**src/rtl/instr_fetch_pkg.sv**
```systemverilog
// Shared definitions for the instruction fetch stage.
//   NOP           : instruction word presented to decode when nothing is valid
//   fetch_state_e : fetch control states (RUN issues requests, DRAIN drops stale responses)
//   fetch_entry_t : one decoded-bound entry {pc, instr, misalign}
//   is_misaligned : true when a fetch address is not word aligned
package fetch_pkg;

    localparam logic [31:0] NOP = 32'h0000_0013;

    typedef enum logic [0:0] {
        RUN   = 1'b0,
        DRAIN = 1'b1
    } fetch_state_e;

    typedef struct packed {
        logic [31:0] pc;
        logic [31:0] instr;
        logic        misalign;
    } fetch_entry_t;

    function automatic logic is_misaligned(input logic [31:0] pc);
        return pc[1:0] != 2'b00;
    endfunction

endpackage

```
**src/rtl/instr_fetch_if.sv**
```systemverilog
// Instruction memory channel between the fetch stage and instruction memory.
//   imem_req_valid / imem_req_ready : request handshake
//   imem_req_addr                   : word-aligned request address
//   imem_rsp_valid / imem_rsp_data  : in-order response, no back-pressure
// master = fetch stage, slave = memory.
interface instr_fetch_if;

    logic        imem_req_valid;
    logic [31:0] imem_req_addr;
    logic        imem_req_ready;
    logic        imem_rsp_valid;
    logic [31:0] imem_rsp_data;

    modport master (
        output imem_req_valid,
        output imem_req_addr,
        input  imem_req_ready,
        input  imem_rsp_valid,
        input  imem_rsp_data
    );

    modport slave (
        input  imem_req_valid,
        input  imem_req_addr,
        output imem_req_ready,
        output imem_rsp_valid,
        output imem_rsp_data
    );

endinterface

```
**src/rtl/instr_fetch_sync_fifo.sv**
```systemverilog
// Small synchronous FIFO with the head entry read straight from registered storage.
//   clk, rst_n : clock and asynchronous active-low reset
//   clear      : synchronous flush of all entries (wins over push/pop)
//   push/push_data, pop : write and read strobes; a push into a full FIFO is
//                         accepted only when a pop frees a slot in the same cycle
//   head       : oldest entry (meaningless while empty)
//   empty, full, count : occupancy, count is $clog2(DEPTH)+1 bits wide
module sync_fifo #(
    parameter int WIDTH = 8,
    parameter int DEPTH = 2
) (
    input  logic                   clk,
    input  logic                   rst_n,
    input  logic                   clear,
    input  logic                   push,
    input  logic [WIDTH-1:0]       push_data,
    input  logic                   pop,
    output logic [WIDTH-1:0]       head,
    output logic                   empty,
    output logic                   full,
    output logic [$clog2(DEPTH):0] count
);

    localparam int AW = $clog2(DEPTH);
    localparam logic [AW:0] FULL_COUNT = DEPTH[AW:0];

    logic [WIDTH-1:0] mem [DEPTH];
    logic [AW-1:0]    wr_ptr;
    logic [AW-1:0]    rd_ptr;
    logic             do_push;
    logic             do_pop;

    assign empty   = (count == '0);
    assign full    = (count == FULL_COUNT);
    assign do_pop  = pop & ~empty;
    assign do_push = push & (~full | do_pop);
    assign head    = mem[rd_ptr];

    // Pointers wrap naturally because DEPTH is a power of two.
    always_ff @(posedge clk or negedge rst_n) begin
        if (!rst_n) begin
            wr_ptr <= '0;
            rd_ptr <= '0;
            count  <= '0;
            for (int i = 0; i < DEPTH; i++) begin
                mem[i] <= '0;
            end
        end else if (clear) begin
            wr_ptr <= '0;
            rd_ptr <= '0;
            count  <= '0;
        end else begin
            if (do_push) begin
                mem[wr_ptr] <= push_data;
                wr_ptr      <= wr_ptr + 1'b1;
            end
            if (do_pop) begin
                rd_ptr <= rd_ptr + 1'b1;
            end
            if (do_push && !do_pop) begin
                count <= count + 1'b1;
            end else if (!do_push && do_pop) begin
                count <= count - 1'b1;
            end
        end
    end

endmodule

```
**src/rtl/instr_fetch.sv**
```systemverilog
// Instruction fetch stage: forwards the PC to instruction memory, pairs each
// in-order response with its PC and hands {pc, instr, misalign} to decode.
//   ifu_clk, ifu_rst_n          : clock, asynchronous active-low reset
//   ifu_pc, ifu_pc_valid        : fetch address from the PC stage
//   ifu_pc_ready                : address accepted (request handshake fired)
//   ifu_flush                   : jump redirect, kills all in-flight/buffered work
//   imem                        : instruction memory channel (master side)
//   ifu_out_valid/pc/instr/misalign, ifu_out_ready : decode-side handshake
module instr_fetch #(
    parameter int          DEPTH = 2,
    parameter logic [31:0] NOP   = fetch_pkg::NOP
) (
    input  logic                 ifu_clk,
    input  logic                 ifu_rst_n,
    input  logic [31:0]          ifu_pc,
    input  logic                 ifu_pc_valid,
    output logic                 ifu_pc_ready,
    input  logic                 ifu_flush,
    instr_fetch_if.master        imem,
    output logic                 ifu_out_valid,
    output logic [31:0]          ifu_out_pc,
    output logic [31:0]          ifu_out_instr,
    output logic                 ifu_out_misalign,
    input  logic                 ifu_out_ready
);

    import fetch_pkg::*;

    localparam int          CW       = $clog2(DEPTH) + 1;
    localparam logic [CW:0] DEPTH_W  = DEPTH[CW:0];
    localparam logic [0:0]  ST_RUN   = RUN;
    localparam logic [0:0]  ST_DRAIN = DRAIN;

    logic [0:0]    state;
    logic [CW-1:0] inflight;
    logic [CW-1:0] inflight_next;
    logic [CW-1:0] discard;
    logic [CW-1:0] discard_left;
    logic [CW-1:0] discard_dec;
    logic [CW-1:0] rsp_ext;
    logic [CW:0]   occupancy;
    logic          in_run;
    logic          credit;
    logic          accept;
    logic          rsp_ok;

    logic [32:0]   pend_head;
    logic          pend_pop;
    logic          pend_empty;
    logic          pend_full;
    logic [CW-1:0] pend_count;

    fetch_entry_t  out_head;
    fetch_entry_t  out_entry;
    logic          out_push;
    logic          out_pop;
    logic          out_empty;
    logic          out_full;
    logic [CW-1:0] out_count;

    assign in_run    = (state == ST_RUN);
    assign occupancy = {1'b0, inflight} + {1'b0, out_count};
    assign credit    = occupancy < DEPTH_W;

    // Request path is purely combinational; reset gating keeps the bus quiet
    // while the registers are held in reset.
    assign imem.imem_req_valid = ifu_rst_n & in_run & ifu_pc_valid & credit & ~ifu_flush;
    assign imem.imem_req_addr  = ifu_rst_n ? {ifu_pc[31:2], 2'b00} : 32'h0;
    assign accept              = imem.imem_req_valid & imem.imem_req_ready;
    assign ifu_pc_ready        = accept;

    // A response with nothing outstanding is a memory protocol error and is ignored.
    assign rsp_ok       = imem.imem_rsp_valid & (inflight != '0);
    assign rsp_ext      = {{(CW-1){1'b0}}, rsp_ok};
    assign discard_left = inflight - rsp_ext;
    assign discard_dec  = discard - rsp_ext;

    assign pend_pop  = rsp_ok & in_run & ~ifu_flush;
    assign out_push  = pend_pop;
    assign out_entry = '{pc: pend_head[32:1], instr: imem.imem_rsp_data, misalign: pend_head[0]};

    assign ifu_out_valid    = ~out_empty & ~ifu_flush;
    assign out_pop          = ifu_out_valid & ifu_out_ready;
    assign ifu_out_pc       = ifu_out_valid ? out_head.pc : 32'h0;
    assign ifu_out_instr    = ifu_out_valid ? out_head.instr : NOP;
    assign ifu_out_misalign = ifu_out_valid & out_head.misalign;

    sync_fifo #(.WIDTH(33), .DEPTH(DEPTH)) u_pend_fifo (
        .clk       (ifu_clk),
        .rst_n     (ifu_rst_n),
        .clear     (ifu_flush),
        .push      (accept),
        .push_data ({ifu_pc, is_misaligned(ifu_pc)}),
        .pop       (pend_pop),
        .head      (pend_head),
        .empty     (pend_empty),
        .full      (pend_full),
        .count     (pend_count)
    );

    sync_fifo #(.WIDTH($bits(fetch_entry_t)), .DEPTH(DEPTH)) u_out_fifo (
        .clk       (ifu_clk),
        .rst_n     (ifu_rst_n),
        .clear     (ifu_flush),
        .push      (out_push),
        .push_data (out_entry),
        .pop       (out_pop),
        .head      (out_head),
        .empty     (out_empty),
        .full      (out_full),
        .count     (out_count)
    );

    always_comb begin
        inflight_next = inflight;
        if (accept && !rsp_ok) begin
            inflight_next = inflight + 1'b1;
        end else if (!accept && rsp_ok) begin
            inflight_next = inflight - 1'b1;
        end
    end

    // Flush reloads the discard count with whatever is still outstanding after
    // this cycle's response; DRAIN counts it down and returns to RUN on the
    // edge that drops the last stale response.
    always_ff @(posedge ifu_clk or negedge ifu_rst_n) begin
        if (!ifu_rst_n) begin
            state    <= ST_RUN;
            inflight <= '0;
            discard  <= '0;
        end else begin
            inflight <= inflight_next;
            if (ifu_flush) begin
                discard <= discard_left;
                state   <= (discard_left != '0) ? ST_DRAIN : ST_RUN;
            end else if (state == ST_DRAIN) begin
                discard <= discard_dec;
                state   <= (discard_dec == '0) ? ST_RUN : ST_DRAIN;
            end
        end
    end

    a_rsp_has_inflight: assert property (@(posedge ifu_clk) disable iff (!ifu_rst_n)
        imem.imem_rsp_valid |-> (inflight != '0));
    a_pend_no_overflow: assert property (@(posedge ifu_clk) disable iff (!ifu_rst_n)
        accept |-> !pend_full);
    a_pend_no_underflow: assert property (@(posedge ifu_clk) disable iff (!ifu_rst_n)
        pend_pop |-> !pend_empty);
    a_out_no_overflow: assert property (@(posedge ifu_clk) disable iff (!ifu_rst_n)
        out_push |-> (!out_full || out_pop));
    a_pend_tracks_inflight: assert property (@(posedge ifu_clk) disable iff (!ifu_rst_n)
        in_run |-> (pend_count == inflight));

endmodule

```
**src/flat_wrapper.sv**
```systemverilog
// flat-port wrapper written by rule: the top's interface ports become plain ports
module instr_fetch_flat import fetch_pkg::*;
#(
    parameter int          DEPTH = 2,
    parameter logic [31:0] NOP   = fetch_pkg::NOP
)
  (ifu_clk, ifu_rst_n, ifu_pc, ifu_pc_valid, ifu_pc_ready, ifu_flush, ifu_out_valid, ifu_out_pc, ifu_out_instr, ifu_out_misalign, ifu_out_ready, imem_imem_req_valid, imem_imem_req_addr, imem_imem_req_ready, imem_imem_rsp_valid, imem_imem_rsp_data);
  instr_fetch_if imem_i ();
  input  logic ifu_clk;
  input  logic ifu_rst_n;
  input  logic [31:0] ifu_pc;
  input  logic ifu_pc_valid;
  output logic ifu_pc_ready;
  input  logic ifu_flush;
  output logic ifu_out_valid;
  output logic [31:0] ifu_out_pc;
  output logic [31:0] ifu_out_instr;
  output logic ifu_out_misalign;
  input  logic ifu_out_ready;
  output wire logic [$bits(imem_i.imem_req_valid)-1:0] imem_imem_req_valid;
  output wire logic [$bits(imem_i.imem_req_addr)-1:0] imem_imem_req_addr;
  input wire logic [$bits(imem_i.imem_req_ready)-1:0] imem_imem_req_ready;
  input wire logic [$bits(imem_i.imem_rsp_valid)-1:0] imem_imem_rsp_valid;
  input wire logic [$bits(imem_i.imem_rsp_data)-1:0] imem_imem_rsp_data;
  assign imem_imem_req_valid = imem_i.imem_req_valid;
  assign imem_imem_req_addr = imem_i.imem_req_addr;
  assign imem_i.imem_req_ready = imem_imem_req_ready;
  assign imem_i.imem_rsp_valid = imem_imem_rsp_valid;
  assign imem_i.imem_rsp_data = imem_imem_rsp_data;
  instr_fetch #(.DEPTH(DEPTH), .NOP(NOP)) u_core (.ifu_clk(ifu_clk), .ifu_rst_n(ifu_rst_n), .ifu_pc(ifu_pc), .ifu_pc_valid(ifu_pc_valid), .ifu_pc_ready(ifu_pc_ready), .ifu_flush(ifu_flush), .imem(imem_i), .ifu_out_valid(ifu_out_valid), .ifu_out_pc(ifu_out_pc), .ifu_out_instr(ifu_out_instr), .ifu_out_misalign(ifu_out_misalign), .ifu_out_ready(ifu_out_ready));
endmodule
```
**config.mk**
```make
export PLATFORM = sky130hd
export DESIGN_NAME = instr_fetch_flat
export DESIGN_NICKNAME = d
export VERILOG_FILES = /design/src/rtl/instr_fetch_pkg.sv /design/src/rtl/instr_fetch_if.sv /design/src/rtl/instr_fetch_sync_fifo.sv /design/src/rtl/instr_fetch.sv /design/src/flat_wrapper.sv
export SDC_FILE = /design/constraint.sdc
export NUM_CORES = 1
export LEC_CHECK = 0
export CORE_UTILIZATION = 55
export CTS_BUF_LIST = sky130_fd_sc_hd__clkbuf_8
export CTS_CLUSTER_SIZE = 12
export DETAILED_ROUTE_END_ITERATION = 16
export MAX_ROUTING_LAYER = met4
export PLACE_DENSITY = 0.9
export SYNTH_ARGS = -nofsm -noshare
export SYNTH_HDL_FRONTEND = slang
export SYNTH_SLANG_ARGS = --single-unit
```
**constraint.sdc**
```tcl
create_clock -name ifu_clk -period 3.4 [get_ports ifu_clk]
set_input_delay 1.02 -clock ifu_clk [delete_from_list [all_inputs] [get_ports ifu_clk]]
set_output_delay 1.02 -clock ifu_clk [all_outputs]
set_load 0.02 [all_outputs]
```
**Run 1: routing congestion**

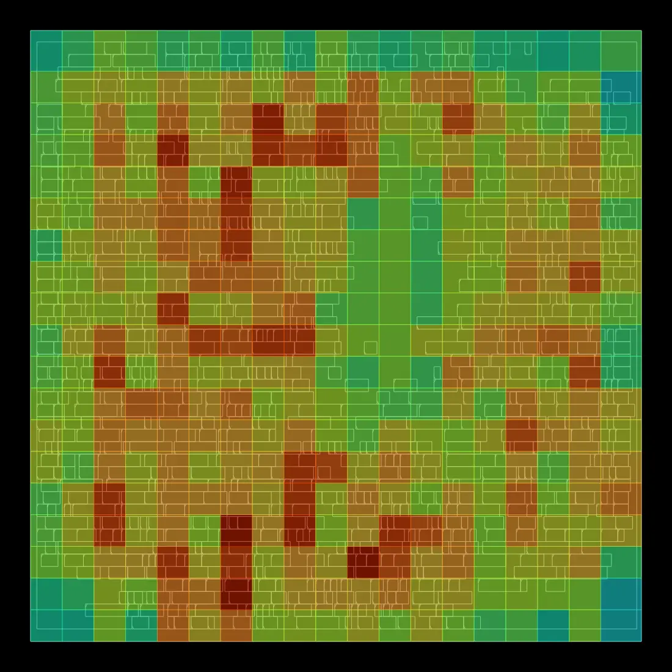
All-Layer GR Usage: 24.9%
post-DR wirelength/cell: 16.7 um

**Run 1: register map, names as in the netlist**

Bar = 50 um.
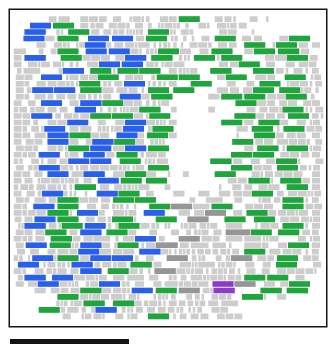
Key: purple = u_core.inflight [flops 2]; blue = u_core.u_pend_fifo.mem [flops 66]; green = u_core.u_out_fifo.mem [flops 130, where widely spread]
seq pwr: 3.79 mW
Core Util, Final: 72.5%
Seq/total area: 43.2%

**Run 1: signal wires by layer**

Two of the layers only.
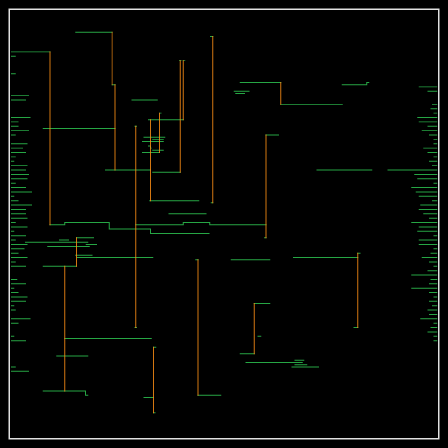
Key: green = metal 3 [wire length 897 um]; orange = metal 4 [wire length 489 um]
DRT Wirelength: 20400 um
DR vias: 6586

==> results.py, run 1 <==
# Metrics from the implementation run
metrics = {
    "cts": {
        "postCtsSetupRepairBufs": 0,
        "path_clk_slew_ns": 0.06,
        "cts-hold-fix-buffers": 0,
    },
    "finish": {
        "regMostFlops": "u_core.u_out_fifo.mem",
        "largest_reg_flops": 130,
        "bufAreaShareNonClock_pct": 16.2,
        "largest_class": "flip-flops and latches",
        "flop-count": 209,
        "drive_gt1_share_pct": 23.7,
        "comb_cells": 526,
        "comb_area_share_pct": 32.7,
        "lay_top_cells": "dfrtp_1, mux2_2, nor2_1",
        "n_all_buffers": 204,
        "mi_logic_area_mm2": 0.00397,
        "clk_share_pct": 5.39,
        "regArea_mm2": 0.00524,
    },
    "pwr": {
        "pg_comb_mw": 2.02,
        "pg_clk_mw": 2.06,
        "power_density_mw_per_mm2": 650,
        "power_mw": 7.87,
        "pwr-share-comb_pct": 25.7,
        "switchingPower_mw": 2.37,
    },
    "synth": {
        "ys_cells": 792,
        "logic_family": "multiplexers",
        "synth.most_common_cell": "dfrtp_1",
        "avgSynthCellArea_um2": 11.9,
        "ys_ff": 209,
        "netlist_top_cells_count": "dfrtp_1, mux2_2, nor2_1",
        "mux_share_pct": 26.1,
        "fa_ha_area_share_pct": 0.609,
        "ys_seq_share_pct": 55.4,
        "synth_top_area_share_pct": 55.4,
        "yosys-stat-area_mm2": 0.00944,
    },
    "setup_path": {
        "reg2reg_depth": 8,
        "rrSetupSlack_ns": 0.81,
        "crit_arrival_ns": 2.34,
        "crit_cells": 6,
        "reg2reg_to": "u_core.u_pend_fifo.mem[51]",
        "crit_chain": "clkdlybuf4s50_1 > inv_1 > o21ai_4 > buf_12 > nor2_1 > clkdlybuf4s15_1",
        "crit_slowest_cell": "clkdlybuf4s50_1",
        "required_ns": 2.38,
        "crit_type": "primary input to output pin",
        "worst_setup_path_end_kind": "output pin",
        "endpoint": "ifu_out_instr[19]",
        "crit_path_start_kind": "primary input",
        "crit_family": "buffers and inverters",
        "worst_path_largest_cell_delay_ns": 0.44,
    },
    "global_route": {
        "grt_overflow": 0,
        "grt_pass1_vias": 7067,
        "grt_max_degree": 68,
        "grt_pass1_wl_um": 34100,
        "grtUsageMet2_pct": 41.3,
    },
    "floorplanning": {
        "initCoreUtil_pct": 56.5,
        "io_pins": 171,
        "fp.dieH_um": 133,
        "rows": 47,
        "chipArea_mm2": 0.0177,
    },
    "timing": {
        "rsz0062_at_grt": "yes",
        "hold_viol": 0,
        "maxSlewViolCount": 0,
        "skew_ns": 0.0249,
        "holdWs_ns": 0.475,
        "setup-tns-final_ns": 0,
        "post-route-min-period_ns": 3.36,
    },
    "placement": {
        "pre_cts_ws_ns": -0.285,
        "placed_cell_area_mm2": 0.0116,
        "dp.cells": 1166,
        "dp_hpwl_um": 13500,
    },
    "routing": {
        "top_layer": "met4",
        "drt_iter0_markers": 229,
        "wl_met1_um": 9040,
        "postRouteAntennaNets": 0,
        "wl_met2_um": 10000,
    },
    "run_status": {
        "status": "finished, final reports clean",
    },
}
## Run 2: what changed since run 1
CORE_UTILIZATION = 65   (was 55)
DONT_BUFFER_PORTS = 1   (was default)
PLACE_DENSITY = 0.88   (was 0.9)
**Run 2: register map, names as in the netlist**

Bar = 20 um.
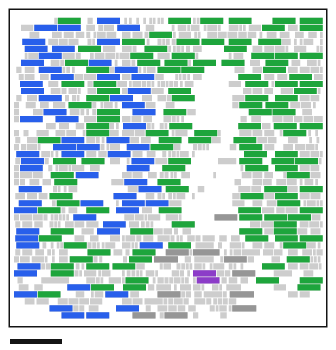
Key: blue = u_core.u_pend_fifo.mem [flops 66]; purple = u_core.inflight [flops 2]; green = u_core.u_out_fifo.mem [flops 130, where widely spread]

==> run 2 against run 1 <==
  * Utilization up 0.93 points
  * Clock skew fell by 0.0037 ns
  * Area after synthesis unchanged
  * Non-clock buffer count shrank 190
  * Die area down 15%
  * Cell count fell by 19%
  * Flip-flop count is the same
  * Via count decreased by 10%
  * Combinational power shrank 14%
  * Worst setup slack gained 0.044 ns
  * Count of clock-buffer cells in the layout shrank 1
  * Final area shrank 15%
  * Largest cell class unchanged
==> results.py, run 2 <==
# Metrics from the implementation run
metrics = {
    "run_status": {
        "status": "finished, final reports clean",
    },
    "routing": {
        "via_count": 5906,
        "top_layer": "met4",
        "wl_met1_um": 7810,
        "routedWlPerCell_um": 18.6,
        "wl_met2_um": 8930,
        "drt_iter0_markers": 364,
    },
    "floorplanning": {
        "chipArea_mm2": 0.0150,
        "io_pins": 171,
        "fp.dieH_um": 123,
        "rows": 43,
        "initCoreUtil_pct": 67.3,
    },
    "pwr": {
        "powerSeq_mw": 3.81,
        "switchingPower_mw": 2.25,
        "clockPowerShare_pct": 27.6,
        "pg_comb_mw": 1.73,
        "sw_frac_of_total_pct": 29.4,
        "power_mw": 7.65,
        "power_density_mw_per_mm2": 742,
        "pg_clk_mw": 2.11,
        "pwr-share-comb_pct": 22.6,
    },
    "timing": {
        "setup-tns-final_ns": 0,
        "holdWs_ns": 0.215,
        "finalSetupViolations": 0,
        "skew_ns": 0.0212,
        "post-route-min-period_ns": 3.31,
        "maxSlewViolCount": 0,
        "rsz0062_at_grt": "no",
    },
    "finish": {
        "comb_cells": 527,
        "regArea_mm2": 0.00524,
        "bufAreaShareNonClock_pct": 1.63,
        "clk_share_pct": 6.54,
        "largest_reg_flops": 130,
        "lay_top_cells": "dfrtp_1, mux2_2, nor2_1",
        "comb_area_share_pct": 38.6,
        "seq_share_pct": 50.8,
        "drive_gt1_share_pct": 24.4,
        "n_all_buffers": 14,
        "mi_logic_area_mm2": 0.00398,
        "final_nets": 869,
        "flop-count": 209,
    },
    "setup_path": {
        "worst_setup_path_end_kind": "output pin",
        "crit_slowest_cell": "dfrtp_2",
        "crit_path_start_kind": "register",
        "worst_path_largest_cell_delay_ns": 0.50,
        "crit_type": "register to output pin",
        "endpoint": "ifu_pc_ready",
        "required_ns": 2.38,
        "crit_family": "simple AND/OR/NAND/NOR gates",
        "crit_chain": "and2_1 > fa_1 > and4bb_2 > nand3_2 > clkinv_4",
        "rrSetupSlack_ns": 0.61,
        "crit_cells": 5,
        "crit_arrival_ns": 2.29,
        "reg2reg_to": "u_core.u_pend_fifo.mem[48]",
        "reg2reg_depth": 7,
    },
    "global_route": {
        "grt_pass1_vias": 5810,
        "grt_usage_pct": 24.8,
        "grt_max_degree": 241,
        "grt_pass1_wl_um": 28000,
        "grtUsageMet2_pct": 39.5,
    },
    "synth": {
        "netlist_top_cells_count": "dfrtp_1, mux2_2, nor2_1",
        "yosys-stat-area_mm2": 0.00944,
        "synth_top_area_share_pct": 55.4,
        "logic_family": "multiplexers",
        "fa_ha_area_share_pct": 0.609,
        "ys_cells": 792,
        "synth.most_common_cell": "dfrtp_1",
        "avgSynthCellArea_um2": 11.9,
        "ys_ff": 209,
        "mux_share_pct": 26.1,
        "ys_seq_share_pct": 55.4,
    },
    "placement": {
        "dp_hpwl_um": 11400,
        "dp.cells": 936,
        "pre_cts_ws_ns": 0.280,
    },
    "cts": {
        "cts-hold-fix-buffers": 0,
        "path_clk_slew_ns": 0.06,
        "cts-root-buf": "clkbuf_8",
    },
}
Power is estimated from default activity; no workload was simulated.
